<file path="config.mk">
export PLATFORM = sky130hd
export DESIGN_NAME = clock_supervisor
export DESIGN_NICKNAME = d
export VERILOG_FILES = /design/src/rtl/clock_supervisor.sv
export SDC_FILE = /design/constraint.sdc
export NUM_CORES = 1
export LEC_CHECK = 0
export ABC_AREA = 1
export CORE_ASPECT_RATIO = 1.1
export CORE_MARGIN = 5
export CORE_UTILIZATION = 40
export DETAILED_ROUTE_END_ITERATION = 7
export PLACE_DENSITY = 0.62
export SLEW_MARGIN = 10
export SYNTH_ARGS = -nofsm -noshare
export SYNTH_HDL_FRONTEND = slang
export SYNTH_SLANG_ARGS = --single-unit
export TNS_END_PERCENT = 10
</file>
<file path="constraint.sdc">
create_clock -name clock -period 2.6 [get_ports clock]
set_clock_uncertainty 0.05 [all_clocks]
set_input_delay 0.78 -clock clock [delete_from_list [all_inputs] [get_ports clock]]
set_output_delay 0.78 -clock clock [all_outputs]
set_load 0.01 [all_outputs]
</file>
<file path="src/rtl/clock_supervisor.sv">
// clock_supervisor: qualifies a monitored clock against the reference clock
// and drives the select of a glitch-free clock mux (1 = fallback, 0 = primary).
module clock_supervisor #(
  parameter int STAGES          = 2,
  parameter int WINDOW_CYCLES   = 64,
  parameter int COUNT_WIDTH     = 8,
  parameter int MIN_TOGGLES     = 8,
  parameter int MAX_TOGGLES     = 24,
  parameter int QUALIFY_WINDOWS = 4
) (
  input  logic       clock,
  input  logic       reset,
  input  logic       enable,
  input  logic       force_fallback,
  input  logic       monitored_toggle,
  input  logic       clear_failures,
  output logic       select,
  output logic       primary_good,
  output logic       switch_event,
  output logic [7:0] failure_count
);

  localparam int WW = (WINDOW_CYCLES > 1) ? $clog2(WINDOW_CYCLES) : 1;
  localparam int SW = $clog2(QUALIFY_WINDOWS + 1);

  localparam logic [WW-1:0] WIN_LAST = WW'(WINDOW_CYCLES - 1);
  localparam logic [COUNT_WIDTH-1:0] TOG_SAT = '1;
  localparam logic [COUNT_WIDTH-1:0] TOG_MIN = COUNT_WIDTH'(MIN_TOGGLES);
  localparam logic [COUNT_WIDTH-1:0] TOG_MAX = COUNT_WIDTH'(MAX_TOGGLES);
  localparam logic [SW-1:0] STREAK_LAST = SW'(QUALIFY_WINDOWS - 1);

  typedef enum logic {
    ST_FALLBACK = 1'b0,
    ST_PRIMARY  = 1'b1
  } state_t;

  logic [STAGES-1:0]      r_sync;
  logic                   r_hist;
  logic [WW-1:0]          r_win;
  logic [COUNT_WIDTH-1:0] r_tog;
  logic [SW-1:0]          r_streak;
  state_t                 r_state;
  logic                   r_select;
  logic                   r_primary_good;
  logic                   r_switch;
  logic [7:0]             r_fail;

  logic                   w_sync_out;
  logic                   w_edge;
  logic                   w_win_end;
  logic [COUNT_WIDTH-1:0] w_tog_next;
  logic                   w_in_range;
  logic                   w_win_good;
  logic                   w_win_bad;
  logic                   w_override;
  logic                   w_loss;

  assign w_sync_out = r_sync[STAGES-1];
  assign w_edge     = w_sync_out ^ r_hist;
  assign w_win_end  = enable && (r_win == WIN_LAST);

  // An edge seen in the window-end cycle still belongs to the ending window.
  assign w_tog_next = (w_edge && (r_tog != TOG_SAT))
                    ? r_tog + COUNT_WIDTH'(1)
                    : r_tog;

  assign w_in_range = (w_tog_next >= TOG_MIN) && (w_tog_next <= TOG_MAX);
  assign w_win_good = w_win_end && w_in_range;
  assign w_win_bad  = w_win_end && !w_in_range;

  // Disable beats force, and both beat any window verdict.
  assign w_override = !enable || force_fallback;
  assign w_loss     = !w_override && (r_state == ST_PRIMARY) && w_win_bad;

  // Resynchronise the async toggle flop, keep one history stage for edges.
  always_ff @(posedge clock or posedge reset) begin
    if (reset) begin
      r_sync <= '0;
      r_hist <= 1'b0;
    end else begin
      r_sync <= (r_sync << 1) | STAGES'(monitored_toggle);
      r_hist <= w_sync_out;
    end
  end

  // Window position and saturating toggle count, both parked while disabled.
  always_ff @(posedge clock or posedge reset) begin
    if (reset) begin
      r_win <= '0;
      r_tog <= '0;
    end else if (!enable) begin
      r_win <= '0;
      r_tog <= '0;
    end else if (w_win_end) begin
      r_win <= '0;
      r_tog <= '0;
    end else begin
      r_win <= r_win + WW'(1);
      r_tog <= w_tog_next;
    end
  end

  // Selection FSM with registered mux select, status and switch pulse.
  always_ff @(posedge clock or posedge reset) begin
    if (reset) begin
      r_state        <= ST_FALLBACK;
      r_streak       <= '0;
      r_select       <= 1'b1;
      r_primary_good <= 1'b0;
      r_switch       <= 1'b0;
    end else begin
      r_switch <= 1'b0;
      if (w_override) begin
        r_state        <= ST_FALLBACK;
        r_streak       <= '0;
        r_select       <= 1'b1;
        r_primary_good <= 1'b0;
        if (r_state == ST_PRIMARY) begin
          r_switch <= 1'b1;
        end
      end else begin
        unique case (r_state)
          ST_FALLBACK: begin
            if (w_win_good) begin
              if (r_streak == STREAK_LAST) begin
                r_state        <= ST_PRIMARY;
                r_streak       <= '0;
                r_select       <= 1'b0;
                r_primary_good <= 1'b1;
                r_switch       <= 1'b1;
              end else begin
                r_streak <= r_streak + SW'(1);
              end
            end else if (w_win_bad) begin
              r_streak <= '0;
            end
          end
          ST_PRIMARY: begin
            if (w_win_bad) begin
              r_state        <= ST_FALLBACK;
              r_streak       <= '0;
              r_select       <= 1'b1;
              r_primary_good <= 1'b0;
              r_switch       <= 1'b1;
            end
          end
        endcase
      end
    end
  end

  // Saturating count of primary losses; an explicit clear always wins.
  always_ff @(posedge clock or posedge reset) begin
    if (reset) begin
      r_fail <= 8'd0;
    end else if (clear_failures) begin
      r_fail <= 8'd0;
    end else if (w_loss && (r_fail != 8'hFF)) begin
      r_fail <= r_fail + 8'd1;
    end
  end

  assign select        = r_select;
  assign primary_good  = r_primary_good;
  assign switch_event  = r_switch;
  assign failure_count = r_fail;

endmodule

</file>
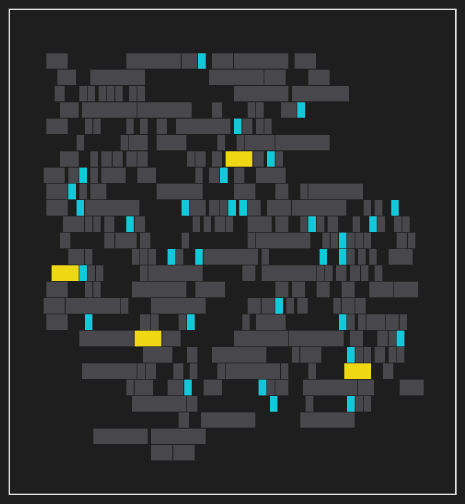
Fig. 1. Logic cells by family (run 1).
Scale: 6 px per µm.
[yellow] adder and majority cells | cells: 4 | most used: ha_1
[cyan] inverters | cells: 31 | most used: inv_1
Comb area share: 41.40%
Top cell excl fill/tap: nand2_1
Non-Filler Instances: 310

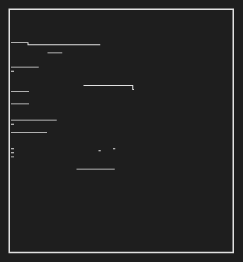
Fig. 2. M3 wires (run 1).
Scale: 3 px per µm.
longest straight run: 23.9 µm
nets with wire on the layer: 13
wire length on this layer: 116 µm
share of all routed wire: 3.4%
main direction: horizontal

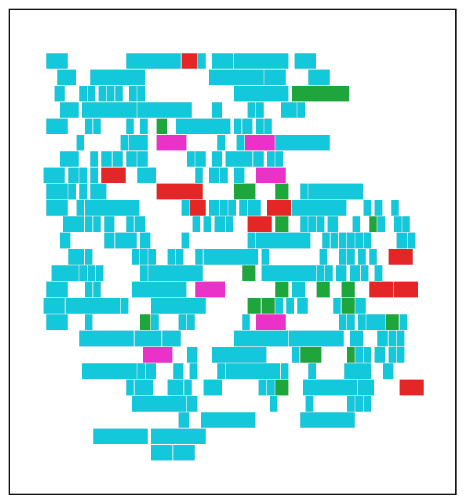
Fig. 3. Cells by drive strength (run 1).
Scale: 6 px per µm.
[cyan] drive 1 or less | cells: 222 | share: 87%
[red] drive 3 to 4 | cells: 10 | share: 3.9%
[magenta] drive 6 and up | cells: 6 | share: 2.3%
[green] drive 2 | cells: 18 | share: 7.0%

==> Changelog: implementation, run 1 <==
## Implementation

- Dpl ws: 89.64 ps
- H-tree lvl count: 2
- Effective utilization at floorplan: 41.67%
- Count of cell types in the netlist: 28
- Clk Latency, worst-skew pair: 280 ps
- Fill count: 440
- Pre-Repair DR Iteration Count: 4
- First-pass GRT wire length: 6.479 mm
- Synth Net Count: 242
- N_taps: 54
- Combinational share of power: 12.6%
- # diodes: 0
- Placed Area: 0.002047 mm²
- Comb. pwr: 134 µW
- Measured slew at the worst slew-check pin: 393.3 ps
- Routed wire length: 3.408 mm
- Critical path origin: enable
- Port Buffers: 16
- Post-synthesis async set-or-reset flop share: 100.0%
- Vias in the first global route: 1506
- Top power group: sequential cells
- Finished Core Util: 49.21%
- FF-to-FF path depth: 15
- Max-slew headroom: 73.78%
- Dominant cell type by area after synthesis: dfrtp_1
- Met3 Use GR: 3.504%
- Clock-pin slew on the worst setup and hold paths: 70 ps
- Share of layout cells above drive strength 1: 13.28%
- Most numerous logic cells after layout: nand2_1, nor2_1, dfrtp_1, inv_1, nand3_1
- Vias per cell: 4.687
- Setup TNS after final layout: 0 ps
- Compound Share, Synth: 3.660%
- CP required: 2770 ps
- FF-to-FF Start: r_tog[0]$_DFF_PP0_
- FF-to-FF End: failure_count[1]$_DFFE_PP0P_
- Outcome: complete, no violations
- Power Dens Cells: 495.5 mW/mm²
- Metal2 WL: 1.620 mm
- Commonest flop: dfrtp_1
- Wire length on met3: 116 µm
- Max Slew Vio Count: 0
- IO Count: 17
- Maximum buffer depth of the clock tree: 2
- Overflow after GRT: 0
- Post-synth EDFFs: 0
Fig. 4: run 1, met2 routing
Scale: 3 px per µm.
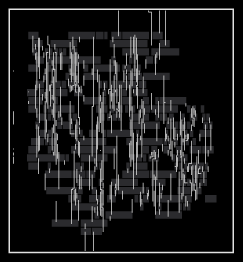

## Run 2: what changed since run 1
clock period = 2.2 ns   (was 2.6 ns; I/O delays follow)
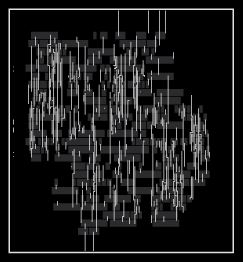
Fig. 5. Met2 routing (run 2).
Scale: 3 px per µm.
nets with wire on the layer: 217
wire length on this layer: 1630 µm
main direction: vertical
longest straight run: 34.3 µm
routed wire length: 3.310 mm
routing usage on met2: 22.07%
routed vias: 1493

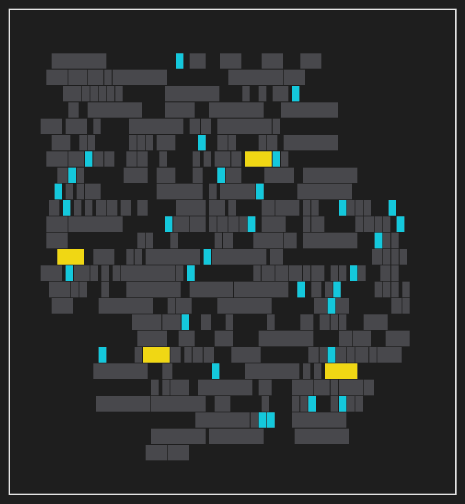
Fig. 6. Logic cells by family (run 2).
Scale: 6 px per µm.
[yellow] adder and majority cells | cells: 4 | most used: ha_1
[cyan] inverters | cells: 31 | most used: inv_1
Non-Filler Instances: 318
Comb area share: 40.08%

==> run 2 against run 1 <==
Effect of this change:
- core utilization increased by 2.1 points
- non-clock buffer count increased by 9
- combinational power increased by 25%
- power increased by 20%
- register-to-register slack got worse by 340 ps
- first-iteration DRC count unchanged
- synthesized area unchanged
- die area unchanged
- final cell count increased by 2.6%
==> Changelog: implementation, run 2 <==
## Implementation

- Max-slew headroom: 73.85%
- Pre-Repair DR Iteration Count: 4
- Wire length on met3: 111 µm
- Initial DRC Count: 26
- FF-to-FF path depth: 15
- N_taps: 54
- Vias in the first global route: 1465
- Finished Core Util: 51.34%
- Power Dens Cells: 569.9 mW/mm²
- Crit path DAT: 1320 ps
- Placed cells: 311
- Placed Area: 0.002127 mm²
- FF-to-FF Start: r_tog[1]$_DFF_PP0_
- Stages on worst setup path: 1
- Dominant cell type by area after synthesis: dfrtp_1
- Comb. pwr: 167 µW
- Metal2 WL: 1.633 mm
- CP required: 1490 ps
- Clock-pin slew on the worst setup and hold paths: 60 ps
- Gp weighted congestion: 0.8479
- Flop2flop setup slack: 200 ps
- Top cell excl fill/tap: nand2_1
- Vias per cell: 4.695
- Synth Net Count: 242
- # diodes: 0
- Setup bufs post-CTS: 0
- Top power group: sequential cells
- Die area: 0.005977 mm²
- Syn_area_per_cell: 7.809 µm²
- Met3 Use GR: 4.255%
- Measured slew at the worst slew-check pin: 392.3 ps
- Overflow after GRT: 0
- Fill count: 414
- CTS tree: yes
- Most numerous logic cells after layout: nand2_1, nor2_1, dfrtp_1, inv_1, nand3_1
- Critical path origin: select$_DFFE_PP1P_
- Synth Area in Adders: 2.762%
- DRC: 0
- Max Slew Vio Count: 0
- Clk Latency, worst-skew pair: 280 ps
- PnR worst setup slack: 166.0 ps
- Fin nets: 274
- Combinational share of power: 13.1%
- Num Clock Sinks: 32
- Setup TNS after final layout: 0 ps
- Share of layout cells above drive strength 1: 16.29%
- Commonest cells post-synth: nand2_1, nor2_1, dfrtp_1, inv_1, nand3_1
- IO Count: 17
- DR top layer: met4
- P_clk: 472 µW
- First-pass GRT wire length: 6.175 mm
- Top cells, area: dfrtp_1, nand2_1, nor2_1
- Count of cell types in the netlist: 28
- Post-CTS Resized: 0
- Clock buffers: 7
- Compound Share, Synth: 3.660%
- Hold path start: r_sync[0]$_DFF_PP0_
- Clock-cell share of area: 4.316%
- CP Class: flip-flop to output port
- Number of OpenROAD warnings: 27
- Dpl ws: -79.58 ps
- Post-synth EDFFs: 0
- P_seq: 634 µW
- Outcome: complete, no violations
- FF-to-FF End: failure_count[5]$_DFFE_PP0P_
- H-tree lvl count: 2
- Largest fanout on the critical path: 2
- Commonest flop: dfrtp_1
- Post-synthesis async set-or-reset flop share: 100.0%
- Effective utilization at floorplan: 41.67%
- Port Buffers: 16
- Signal buffers: 27
- Number of max-cap violations: 0
- Maximum buffer depth of the clock tree: 2
- Crit-path cells: clkdlybuf4s50_1
Fig. 7: run 2, cells by drive strength
Scale: 6 px per µm.
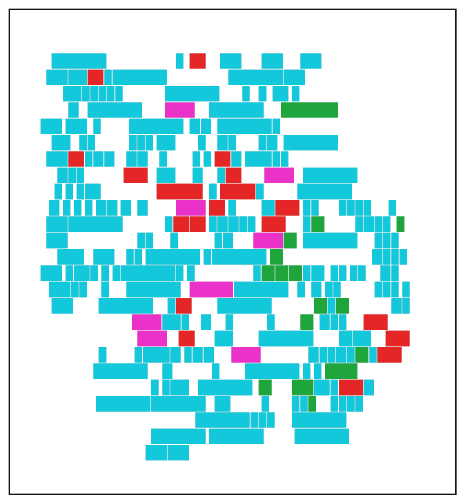

## Run 3: what changed since run 2
CORE_MARGIN = 2   (was 5)
SKIP_CTS_REPAIR_TIMING = 1   (was not set)
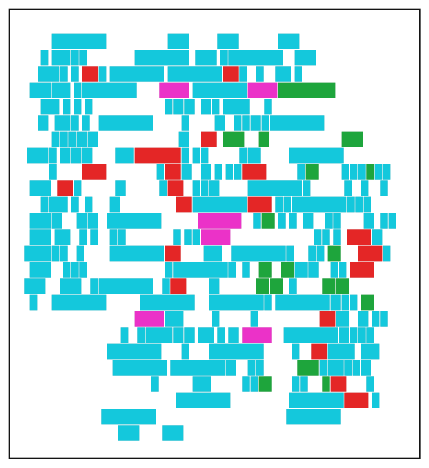
Fig. 8. Cells by drive strength (run 3).
Scale: 6 px per µm.
[magenta] drive 6 and up | cells: 6 | share: 2.3%
[cyan] drive 1 or less | cells: 222 | share: 83%
[red] drive 3 to 4 | cells: 20 | share: 7.5%
[green] drive 2 | cells: 18 | share: 6.8%

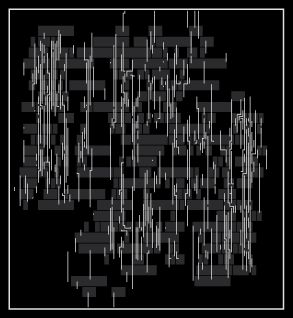
Fig. 9. Met2 routing (run 3).
Scale: 4 px per µm.
main direction: vertical
nets with wire on the layer: 211
share of all routed wire: 50%
longest straight run: 26.2 µm
wire length on this layer: 1720 µm
routed vias: 1498
routing usage on met2: 26.54%
routed wire length: 3.437 mm

==> run 3 against run 2 <==
Effect of this change:
- sequential share of layout area rose by 0.12 points
- combinational power increased by 6%
- fmax fell by 0.47%
- wire length increased by 3.8%
- clock-buffer cell count decreased by 1
- sequential power about the same
- global-route usage is 2.3 points higher
- highest routed layer unchanged
==> Changelog: implementation, run 3 <==
## Implementation

- CP Class: flip-flop to output port
- FF-to-FF path depth: 15
- Syn_area_per_cell: 7.809 µm²
- Clk Latency, worst-skew pair: 280 ps
- FF-to-FF End: failure_count[3]$_DFFE_PP0P_
- Count of cell types in the netlist: 28
- Crit-path cells: clkdlybuf4s50_1
- Critical path origin: failure_count[5]$_DFFE_PP0P_
- P_seq: 633 µW
- Vias per cell: 4.681
- Effective utilization at floorplan: 41.97%
- Post-synthesis async set-or-reset flop share: 100.0%
- Num Clock Sinks: 32
- Max-slew headroom: 73.52%
- # diodes: 0
- First-pass GRT wire length: 5.989 mm
- Setup TNS after final layout: 0 ps
- Switching power: 320.6 µW
- CTS tree: yes
- Dpl ws: -86.68 ps
- H-tree lvl count: 2
- Clock-cell share of area: 3.487%
- Max Slew Vio Count: 0
- Measured slew at the worst slew-check pin: 397.2 ps
- IO Count: 17
- Largest fanout on the critical path: 6
- Die area: 0.005084 mm²
- Metal2 WL: 1.719 mm
- Outcome: complete, no violations
- Non-Filler Instances: 320
- PnR worst setup slack: 156.3 ps
- Flop2flop setup slack: 180 ps
- Top power group: sequential cells
- Pre-Repair DR Iteration Count: 4
- FF-to-FF Start: r_tog[0]$_DFF_PP0_
- Combinational share of power: 14.5%
- ANT nets after route: 0
- Maximum buffer depth of the clock tree: 2
- Top cells, area: dfrtp_1, nand2_1, nor2_1
- Port Buffers: 16
- Number of OpenROAD warnings: 26
- N_taps: 54
- Commonest cells post-synth: nand2_1, nor2_1, dfrtp_1, inv_1, nand3_1
- Stages on worst setup path: 1
- Commonest flop: dfrtp_1
- Placed cells: 310
- Crit path DAT: 1330 ps
- Dominant cell type by area after synthesis: dfrtp_1
- Signal buffers: 29
- Most numerous logic cells after layout: nand2_1, nor2_1, dfrtp_1, inv_1, nand3_1
- P_clk: 411 µW
- Gp weighted congestion: 0.7998
- Clock buffers: 6
- Finished Core Util: 51.54%
- Hold path start: r_sync[0]$_DFF_PP0_
- Comb area share: 40.05%
- Fin nets: 276
- Vias in the first global route: 1395
- Post-synth EDFFs: 0
- Number of max-cap violations: 0
- Top cell excl fill/tap: nand2_1
- Compound Share, Synth: 3.660%
- Synth Net Count: 242
- DRC: 0
- CP required: 1490 ps
- Clock-pin slew on the worst setup and hold paths: 70 ps
- Wire length on met3: 123 µm
- Comb. pwr: 177 µW
- Share of layout cells above drive strength 1: 16.54%
- DR top layer: met4
Power and IR drop assume default switching activity.
